[config.mk]
export PLATFORM = sky130hd
export DESIGN_NAME = wifi_tx_multimode_mapper_flat
export DESIGN_NICKNAME = d
export VERILOG_FILES = /design/src/rtl/wifi_tx_multimode_mapper_if.sv /design/src/rtl/wifi_tx_multimode_mapper.sv /design/src/flat_wrapper.sv
export SDC_FILE = /design/constraint.sdc
export NUM_CORES = 1
export LEC_CHECK = 0
export ABC_AREA = 0
export CORE_MARGIN = 2
export CORE_UTILIZATION = 30
export DETAILED_ROUTE_END_ITERATION = 10
export SLEW_MARGIN = 10
export SYNTH_ARGS = -nofsm -noshare
export SYNTH_HDL_FRONTEND = slang
export SYNTH_SLANG_ARGS = --single-unit
[constraint.sdc]
create_clock -name clk -period 7.6 [get_ports clk]
set_input_delay 1.52 -clock clk [delete_from_list [all_inputs] [get_ports clk]]
set_output_delay 1.52 -clock clk [all_outputs]
set_load 0.05 [all_outputs]
[src/rtl/wifi_tx_multimode_mapper_if.sv]
// wifi_tx_multimode_mapper_if: bit-stream input and symbol-stream output bundle of the TX mapper
//   valid_in/data_in/last_in : serial coded bits from the interleaver, last_in marks the frame's final bit
//   enable                   : downstream read enable (symbols pop only while high)
//   valid_out/mod_out_re/mod_out_im/last_sym : registered I/Q symbol toward the IFFT buffer
//   master = bit source / symbol sink side, slave = mapper side
interface wifi_tx_multimode_mapper_if #(parameter int OUT_W = 12);
    logic                    valid_in;
    logic                    data_in;
    logic                    last_in;
    logic                    enable;
    logic                    valid_out;
    logic signed [OUT_W-1:0] mod_out_re;
    logic signed [OUT_W-1:0] mod_out_im;
    logic                    last_sym;
    modport master (output valid_in, data_in, last_in, enable,
                    input  valid_out, mod_out_re, mod_out_im, last_sym);
    modport slave  (input  valid_in, data_in, last_in, enable,
                    output valid_out, mod_out_re, mod_out_im, last_sym);
endinterface

[src/rtl/wifi_tx_multimode_mapper.sv]
// wifi_tx_multimode_mapper: bit FIFO plus run-time BPSK/QPSK/16QAM/64QAM Gray mapper (802.11a/g)
//   clk, reset (async, active-low)
//   mode       : 00 BPSK, 01 QPSK, 10 16QAM, 11 64QAM, latched when a frame starts
//   bus        : valid_in/data_in/last_in/enable in, valid_out/mod_out_re/mod_out_im/last_sym out
//   finished   : one-cycle pulse after the final symbol of a frame
//   re_out     : high in the cycle a symbol is popped from the FIFO
//   fifo_level : bits currently stored
//   overflow   : sticky, set when an incoming bit is dropped
//   sym_count  : symbols emitted in the current/last frame, present only with WIFI_TX_MAPPER_SYMCNT_EN
module wifi_tx_multimode_mapper #(
    parameter int DEPTH = 288,
    parameter int OUT_W = 12,
    parameter int LVL_W = 9
) (
    input  logic                  clk,
    input  logic                  reset,
    input  logic [1:0]            mode,
    wifi_tx_multimode_mapper_if.slave bus,
    output logic                  finished,
    output logic                  re_out,
    output logic [LVL_W-1:0]      fifo_level,
    output logic                  overflow
`ifdef WIFI_TX_MAPPER_SYMCNT_EN
    ,
    output logic [15:0]           sym_count
`endif
);
    typedef enum logic [1:0] {IDLE, RUN, DONE} state_t;

    state_t            state, state_nxt;
    logic [DEPTH-1:0]  mem;
    logic [LVL_W-1:0]  wptr, rptr;
    logic [1:0]        mode_q;
    logic              closed;
    logic [2:0]        nbpsc, take;
    logic              wr, pop, empt;
    logic [5:0]        b;
    logic signed [11:0] i12, q12;

    function automatic logic [LVL_W-1:0] wrap_add(logic [LVL_W-1:0] p, logic [2:0] n);
        logic [LVL_W:0] s;
        s = {1'b0, p} + (LVL_W+1)'(n);
        return s >= (LVL_W+1)'(DEPTH) ? LVL_W'(s - (LVL_W+1)'(DEPTH)) : s[LVL_W-1:0];
    endfunction

    function automatic logic signed [11:0] lvl2(logic [1:0] g);
        return g == 2'b00 ? -12'sd971 : g == 2'b01 ? -12'sd324 : g == 2'b11 ? 12'sd324 : 12'sd971;
    endfunction

    function automatic logic signed [11:0] lvl3(logic [2:0] g);
        case (g)
            3'b000:  return -12'sd1106;
            3'b001:  return -12'sd790;
            3'b011:  return -12'sd474;
            3'b010:  return -12'sd158;
            3'b110:  return 12'sd158;
            3'b111:  return 12'sd474;
            3'b101:  return 12'sd790;
            default: return 12'sd1106;
        endcase
    endfunction

    assign nbpsc = mode_q == 2'd0 ? 3'd1 : mode_q == 2'd1 ? 3'd2 : mode_q == 2'd2 ? 3'd4 : 3'd6;
    assign wr    = bus.valid_in && fifo_level != LVL_W'(DEPTH) && !closed;
    // real bits popped; a closed frame may hold fewer than one full symbol
    assign take  = fifo_level < LVL_W'(nbpsc) ? fifo_level[2:0] : nbpsc;
    assign pop   = state == RUN && bus.enable &&
                   (fifo_level >= LVL_W'(nbpsc) || (closed && fifo_level != '0));
    // writes are blocked once closed, so this pop drains the FIFO completely
    assign empt  = closed && fifo_level <= LVL_W'(nbpsc);
    assign re_out = pop;

    // b[0] is the oldest bit; positions beyond the stored bits are zero padding
    always_comb begin
        b = '0;
        for (int i = 0; i < 6; i++)
            b[i] = 3'(i) < take ? mem[wrap_add(rptr, 3'(i))] : 1'b0;
    end

    always_comb begin
        i12 = b[0] ? 12'sd1024 : -12'sd1024;
        q12 = '0;
        case (mode_q)
            2'd1: begin
                i12 = b[0] ? 12'sd724 : -12'sd724;
                q12 = b[1] ? 12'sd724 : -12'sd724;
            end
            2'd2: begin
                i12 = lvl2({b[0], b[1]});
                q12 = lvl2({b[2], b[3]});
            end
            2'd3: begin
                i12 = lvl3({b[0], b[1], b[2]});
                q12 = lvl3({b[3], b[4], b[5]});
            end
            default: ;
        endcase
    end

    always_comb begin
        state_nxt = state;
        case (state)
            IDLE:    state_nxt = wr ? RUN : IDLE;
            RUN:     state_nxt = pop && empt ? DONE : RUN;
            default: state_nxt = IDLE;
        endcase
    end

    always_ff @(posedge clk)
        if (wr) mem[wptr] <= bus.data_in;

    always_ff @(posedge clk or negedge reset) begin
        if (!reset) begin
            state          <= IDLE;
            wptr           <= '0;
            rptr           <= '0;
            fifo_level     <= '0;
            mode_q         <= '0;
            closed         <= 1'b0;
            overflow       <= 1'b0;
            finished       <= 1'b0;
            bus.valid_out  <= 1'b0;
            bus.last_sym   <= 1'b0;
            bus.mod_out_re <= '0;
            bus.mod_out_im <= '0;
`ifdef WIFI_TX_MAPPER_SYMCNT_EN
            sym_count      <= '0;
`endif
        end else begin
            state      <= state_nxt;
            fifo_level <= fifo_level + LVL_W'(wr) - (pop ? LVL_W'(take) : '0);
            if (wr) wptr <= wrap_add(wptr, 3'd1);
            if (pop) rptr <= wrap_add(rptr, take);
            if (state == IDLE && wr) mode_q <= mode;
            if (wr && bus.last_in) closed <= 1'b1;
            else if (state == DONE) closed <= 1'b0;
            if (bus.valid_in && !wr) overflow <= 1'b1;
            finished      <= state == DONE;
            bus.valid_out <= pop;
            bus.last_sym  <= pop && empt;
            if (pop) begin
                bus.mod_out_re <= OUT_W'(i12) <<< (OUT_W - 12);
                bus.mod_out_im <= OUT_W'(q12) <<< (OUT_W - 12);
            end
`ifdef WIFI_TX_MAPPER_SYMCNT_EN
            if (state == IDLE && wr) sym_count <= '0;
            else if (pop && sym_count != 16'hFFFF) sym_count <= sym_count + 16'd1;
`endif
        end
    end
endmodule

[src/flat_wrapper.sv]
// flat-port wrapper written by rule: the top's interface ports become plain ports
module wifi_tx_multimode_mapper_flat 
#(
    parameter int DEPTH = 288,
    parameter int OUT_W = 12,
    parameter int LVL_W = 9
)
  (clk, reset, mode, finished, re_out, fifo_level, overflow, bus_valid_in, bus_data_in, bus_last_in, bus_enable, bus_valid_out, bus_mod_out_re, bus_mod_out_im, bus_last_sym);
  wifi_tx_multimode_mapper_if #(.OUT_W(OUT_W)) bus_i ();
  input  logic clk;
  input  logic reset;
  input  logic [1:0] mode;
  output logic finished;
  output logic re_out;
  output logic [LVL_W-1:0] fifo_level;
  output logic overflow;
  input wire logic [$bits(bus_i.valid_in)-1:0] bus_valid_in;
  input wire logic [$bits(bus_i.data_in)-1:0] bus_data_in;
  input wire logic [$bits(bus_i.last_in)-1:0] bus_last_in;
  input wire logic [$bits(bus_i.enable)-1:0] bus_enable;
  output wire logic [$bits(bus_i.valid_out)-1:0] bus_valid_out;
  output wire logic [$bits(bus_i.mod_out_re)-1:0] bus_mod_out_re;
  output wire logic [$bits(bus_i.mod_out_im)-1:0] bus_mod_out_im;
  output wire logic [$bits(bus_i.last_sym)-1:0] bus_last_sym;
  assign bus_i.valid_in = bus_valid_in;
  assign bus_i.data_in = bus_data_in;
  assign bus_i.last_in = bus_last_in;
  assign bus_i.enable = bus_enable;
  assign bus_valid_out = bus_i.valid_out;
  assign bus_mod_out_re = bus_i.mod_out_re;
  assign bus_mod_out_im = bus_i.mod_out_im;
  assign bus_last_sym = bus_i.last_sym;
  wifi_tx_multimode_mapper #(.DEPTH(DEPTH), .OUT_W(OUT_W), .LVL_W(LVL_W)) u_core (.clk(clk), .reset(reset), .mode(mode), .bus(bus_i), .finished(finished), .re_out(re_out), .fifo_level(fifo_level), .overflow(overflow));
endmodule
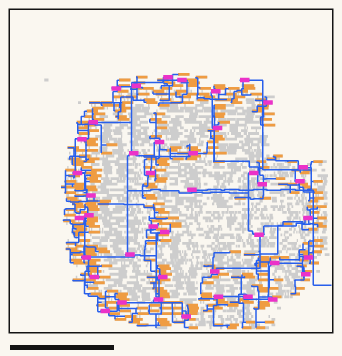
*Clock network drawn from the DEF, run 1*
Scale bar: 100 um.
legend:
  clock-net drivers:
    color: magenta
    count: 42
  flip-flops:
    color: orange
    count: 347
  clock wires:
    color: blue
    length: 5,100 um
routed clock nets: 43

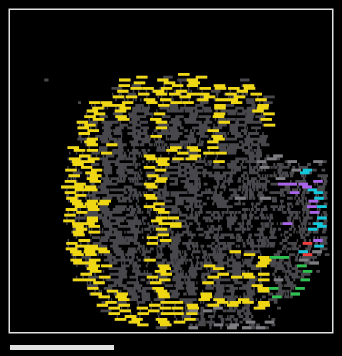
*Sequential cells grouped by signal name, run 1*
Scale bar: 100 um. Other sequential cells in the stronger gray, the rest of the logic in the fainter gray.
legend:
  `u_core.fifo_level`:
    color: green
    placed_flops: 9
    where: south-east
  `u_core.mode_q`:
    color: red
    placed_flops: 2
  `u_core.bus.mod_out_im`:
    color: purple
    placed_flops: 11
    where: east
  `u_core.bus.mod_out_re`:
    color: cyan
    placed_flops: 12
  `u_core.mem`:
    color: yellow
    placed_flops: 288
not colored: 25

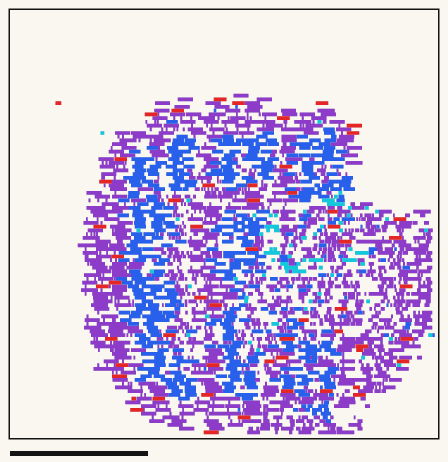
*Drive-strength map, run 1*
Scale bar: 100 um.
legend:
  x3 and x4:
    color: cyan
    cells: 69
    share: 3.0%
    most_used: buf_4
  x6 and larger:
    color: red
    cells: 56
    share: 2.4%
    most_used: clkbuf_16
  x2:
    color: blue
    cells: 470
    share: 20%
    most_used: mux4_2
  x1 and smaller:
    color: purple
    cells: 1,729
    share: 74%
    most_used: nor2_1
relative area change from synthesis to final layout: 10.9%
final design area excluding fillers: 0.0314 mm2
nonclk buf count: 100

==> run 1: layer usage <==
layer	vias to the layer above	part of all wire, %
met3	316	11
met1	11343	38
met5	-	0.027
li1	9110	-
met2	1546	45
met4	4	6.2
==> run 1: flip-flops by register name (all words and copies together), names as in the netlist <==
name,cells
u_core.rptr,9
u_core.bus.mod_out_im,11
u_core.overflow,1
u_core.closed,1
u_core.mode_q,2
u_core.state,2
u_core.bus.last_sym,1
u_core.finished,1
u_core.bus.valid_out,1
u_core.wptr,9
u_core.mem,288
u_core.fifo_level,9
u_core.bus.mod_out_re,12
==> run 1: worst reg2reg max path, cell delays in order (launching register included) <==
cell and delay (ns):
sky130_fd_sc_hd__dfrtp_4 0.87, sky130_fd_sc_hd__clkinv_1 0.58, sky130_fd_sc_hd__ha_1 0.52, sky130_fd_sc_hd__xnor2_4 0.65
sky130_fd_sc_hd__buf_12 0.38, sky130_fd_sc_hd__mux4_2 0.48, sky130_fd_sc_hd__o211a_1 0.22, sky130_fd_sc_hd__a311oi_1 0.28
sky130_fd_sc_hd__a31oi_1 0.11, sky130_fd_sc_hd__a221o_1 0.39, sky130_fd_sc_hd__o31a_1 0.41, sky130_fd_sc_hd__nand3_2 0.24
sky130_fd_sc_hd__ha_1 0.32, sky130_fd_sc_hd__inv_1 0.09, sky130_fd_sc_hd__a221o_1 0.32, sky130_fd_sc_hd__a21o_1 0.18
sky130_fd_sc_hd__a41oi_2 0.18
==> results.py, run 1 <==
# Auto-generated metrics
metrics = {
    "place": {
        "gp_routability_congestion": 0.983,
    },
    "yosys": {
        "synth_chip_area_mm2": 0.0283,
        "yosys.area.top_type": "sky130_fd_sc_hd__mux4_2",
        "synth_adder_area_share_pct": 2.57,
        "synth.net_count": 2410,
        "number_of_standard_cells_after_synthesis": 2345,
        "number_of_enable_flip_flop_cells": 288,
        "postSynthSeqShare_pct": 35.8,
        "async_flop_share_pct": 17.0,
    },
    "final_layout": {
        "seq_share_pct": 32.3,
        "multi_input_comb_cells": 1757,
        "utilization_pct": 33.6,
        "final-nonclk-buf-share_pct": 2.90,
        "nClkBuffers": 47,
        "layout.filler_cells": 9291,
        "stdcell_count": 3578,
    },
    "global_routing": {
        "grt_overflow": 0,
        "grt_pass1_wl_um": 147000,
        "grt_use_met1_pct": 26.3,
        "grt_busiest_layer": "met2",
    },
    "power_and_ir_drop": {
        "p_seq_mw": 2.06,
        "irDropWorstVdd_mv": 0.124,
        "total_net_switching_power_uw": 868,
        "clk-power_mw": 2.01,
        "static-leakage-power_nw": 10.0,
        "power_mw": 4.11,
    },
    "sta": {
        "finalMaxSlewViolations": 0,
        "minimum_clock_period_ns": 6.30,
    },
    "worst_setup_path": {
        "worstPathCellList": "clkinv_1, ha_1, xnor2_4, buf_12, mux4_2, o211a_1, a311oi_1, a31oi_1, a221o_1, o31a_1, nand3_2, ha_1, inv_1, a221o_1, a21o_1, a41oi_2",
        "critPathSlowestCell": "sky130_fd_sc_hd__dfrtp_4",
        "crit_path_start": "u_core.rptr[1]$_DFFE_PN0P_",
        "worst-r2r-setup-slack_ns": 1.30,
        "worst_path_largest_cell_delay_ns": 0.87,
        "regToRegStartpoint": "u_core.rptr[1]$_DFFE_PN0P_",
        "critPathArrivalTime_ns": 6.79,
    },
    "route": {
        "postRouteAntennaNets": 0,
        "via_count": 22319,
        "drt_iter0_markers": 3217,
        "drc": 0,
    },
    "floorplan": {
        "placeableCoreArea_mm2": 0.0933,
        "effective_utilization_at_floorplan_pct": 30.3,
    },
    "status": {
        "status": "finished clean",
    },
    "clock_tree": {
        "number_of_buffers_inserted_during_clock_tree_synthesis": 42,
        "ctsResizeCount": 0,
        "post_cts_hold_buffer_count": 0,
        "cts_max_level": 2,
        "clock.latency.late_pin_ns": 0.60,
    },
}
## Run 2: what changed since run 1
==> constraint.sdc (replaced) <==
create_clock -name clk -period 6.01 [get_ports clk]
set_input_delay 1.202 -clock clk [delete_from_list [all_inputs] [get_ports clk]]
set_output_delay 1.202 -clock clk [all_outputs]
set_load 0.05 [all_outputs]
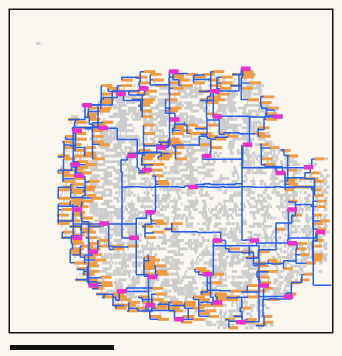
*Clock network drawn from the DEF, run 2*
Scale bar: 100 um.
legend:
  clock-net drivers:
    color: magenta
    count: 42
  clock wires:
    color: blue
    length: 5,380 um
  flip-flops:
    color: orange
    count: 347
flops lie: all over the die
routed clock nets: 43

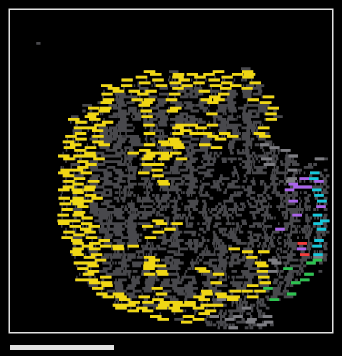
*Sequential cells grouped by signal name, run 2*
Scale bar: 100 um. Other sequential cells in the stronger gray, the rest of the logic in the fainter gray.
fraction of standard cell area that is sequential: 32.1%
post-layout util: 33.9%
Sequential Power: 2.61 mW
area taken by flip-flops and latches: 0.0101 mm2

==> run 2 against run 1 <==
Synthesized area did not move; critical path depth fell by 1; flip-flop count did not move; global-route usage rose by 0.35 points; register-to-register slack got worse by 1.1 ns; sequential power rose by 27%; clock-buffer cell count rose by 9; fmax rose by 9.2%; worst hold slack improved by 0.0023 ns; core utilization rose by 0.27 points; largest cell class unchanged.
==> results.py, run 2 <==
# Auto-generated metrics
metrics = {
    "status": {
        "status": "finished clean",
    },
    "worst_setup_path": {
        "regToRegStartpoint": "u_core.rptr[2]$_DFFE_PN0P_",
        "critPathSlowestCell": "sky130_fd_sc_hd__dfrtp_2",
        "worst-r2r-setup-slack_ns": 0.24,
        "critPathArrivalTime_ns": 6.22,
    },
    "route": {
        "postRouteAntennaNets": 0,
        "drc": 0,
    },
    "yosys": {
        "async_flop_share_pct": 17.0,
        "synth.net_count": 2410,
        "number_of_enable_flip_flop_cells": 288,
    },
    "global_routing": {
        "grt_use_met1_pct": 27.1,
        "grt_overflow": 0,
    },
    "final_layout": {
        "largest_registers": "u_core.mem: 288 flops, u_core.bus.mod_out_re: 12 flops, u_core.bus.mod_out_im: 11 flops",
        "layout.filler_cells": 9298,
        "largest_register_ffs": 288,
        "flow.area_growth_from_synthesis_pct": 11.7,
    },
    "power_and_ir_drop": {
        "static-leakage-power_nw": 10.2,
        "irDropWorstVdd_mv": 0.165,
    },
    "clock_tree": {
        "clock.latency.late_pin_ns": 0.60,
        "cts_max_level": 2,
    },
    "floorplan": {
        "effective_utilization_at_floorplan_pct": 30.3,
    },
}
[run 2: layout make-up]
class,instances,share of cell area [%]
sequential,347,32.1
clock buffer,56,3.66
clock inverter,21,0.629
multi-input combinational,1757,54.2
tap,1254,4.96
timing repair buffer,135,3.94
antenna,1,0.00792
inverter,45,0.542
[run 2: cells by family after synthesis]
family                     count (synthesis)  synth area share, %
buffers and inverters                    241                 4.14
and+or+nand+nor                          866                 13.5
DFF                                      347                 35.8
muxes                                    477                 34.1
adders and majority gates                 57                 2.57
AOI/OAI and AO/OA                        283                 7.43
xor gates and xnor gates                  74                 2.49
[run 2: report_power, final]
group / total (mW) / switching (mW) / internal (mW)
registers: 2.61 / 0.00000000000000000718 / 2.61
clock network: 2.56 / 1.11 / 1.45
logic: 0.0408 / 0.0353 / 0.00550
total: 5.21 / 1.14 / 4.07
[run 2: layer usage]
metal / wire (um) / vias up / share of wire (%)
li1: - / 9184 / -
met1: 38200 / 11403 / 38
met2: 45500 / 1541 / 45
met3: 11800 / 281 / 12
met4: 5690 / 2 / 5.6
met5: 11 / - / 0.011
[run 2: timing repair]
action,CTS,global route
cloned,0,1
gates resized,1,2
endpoints found under the setup margin,3,3
[run 2: stage by stage]
stage                     total power, mW  setup TNS [ns]  area [um2]
after floorplan                      2.66               0       28300
after global placement               2.70          -0.262       30200
after detailed placement             2.70          -0.339       30200
after CTS                            5.25               0       31600
after global routing                 5.34               0       31600
final                                5.21               0       31600
Power and IR drop assume default switching activity.
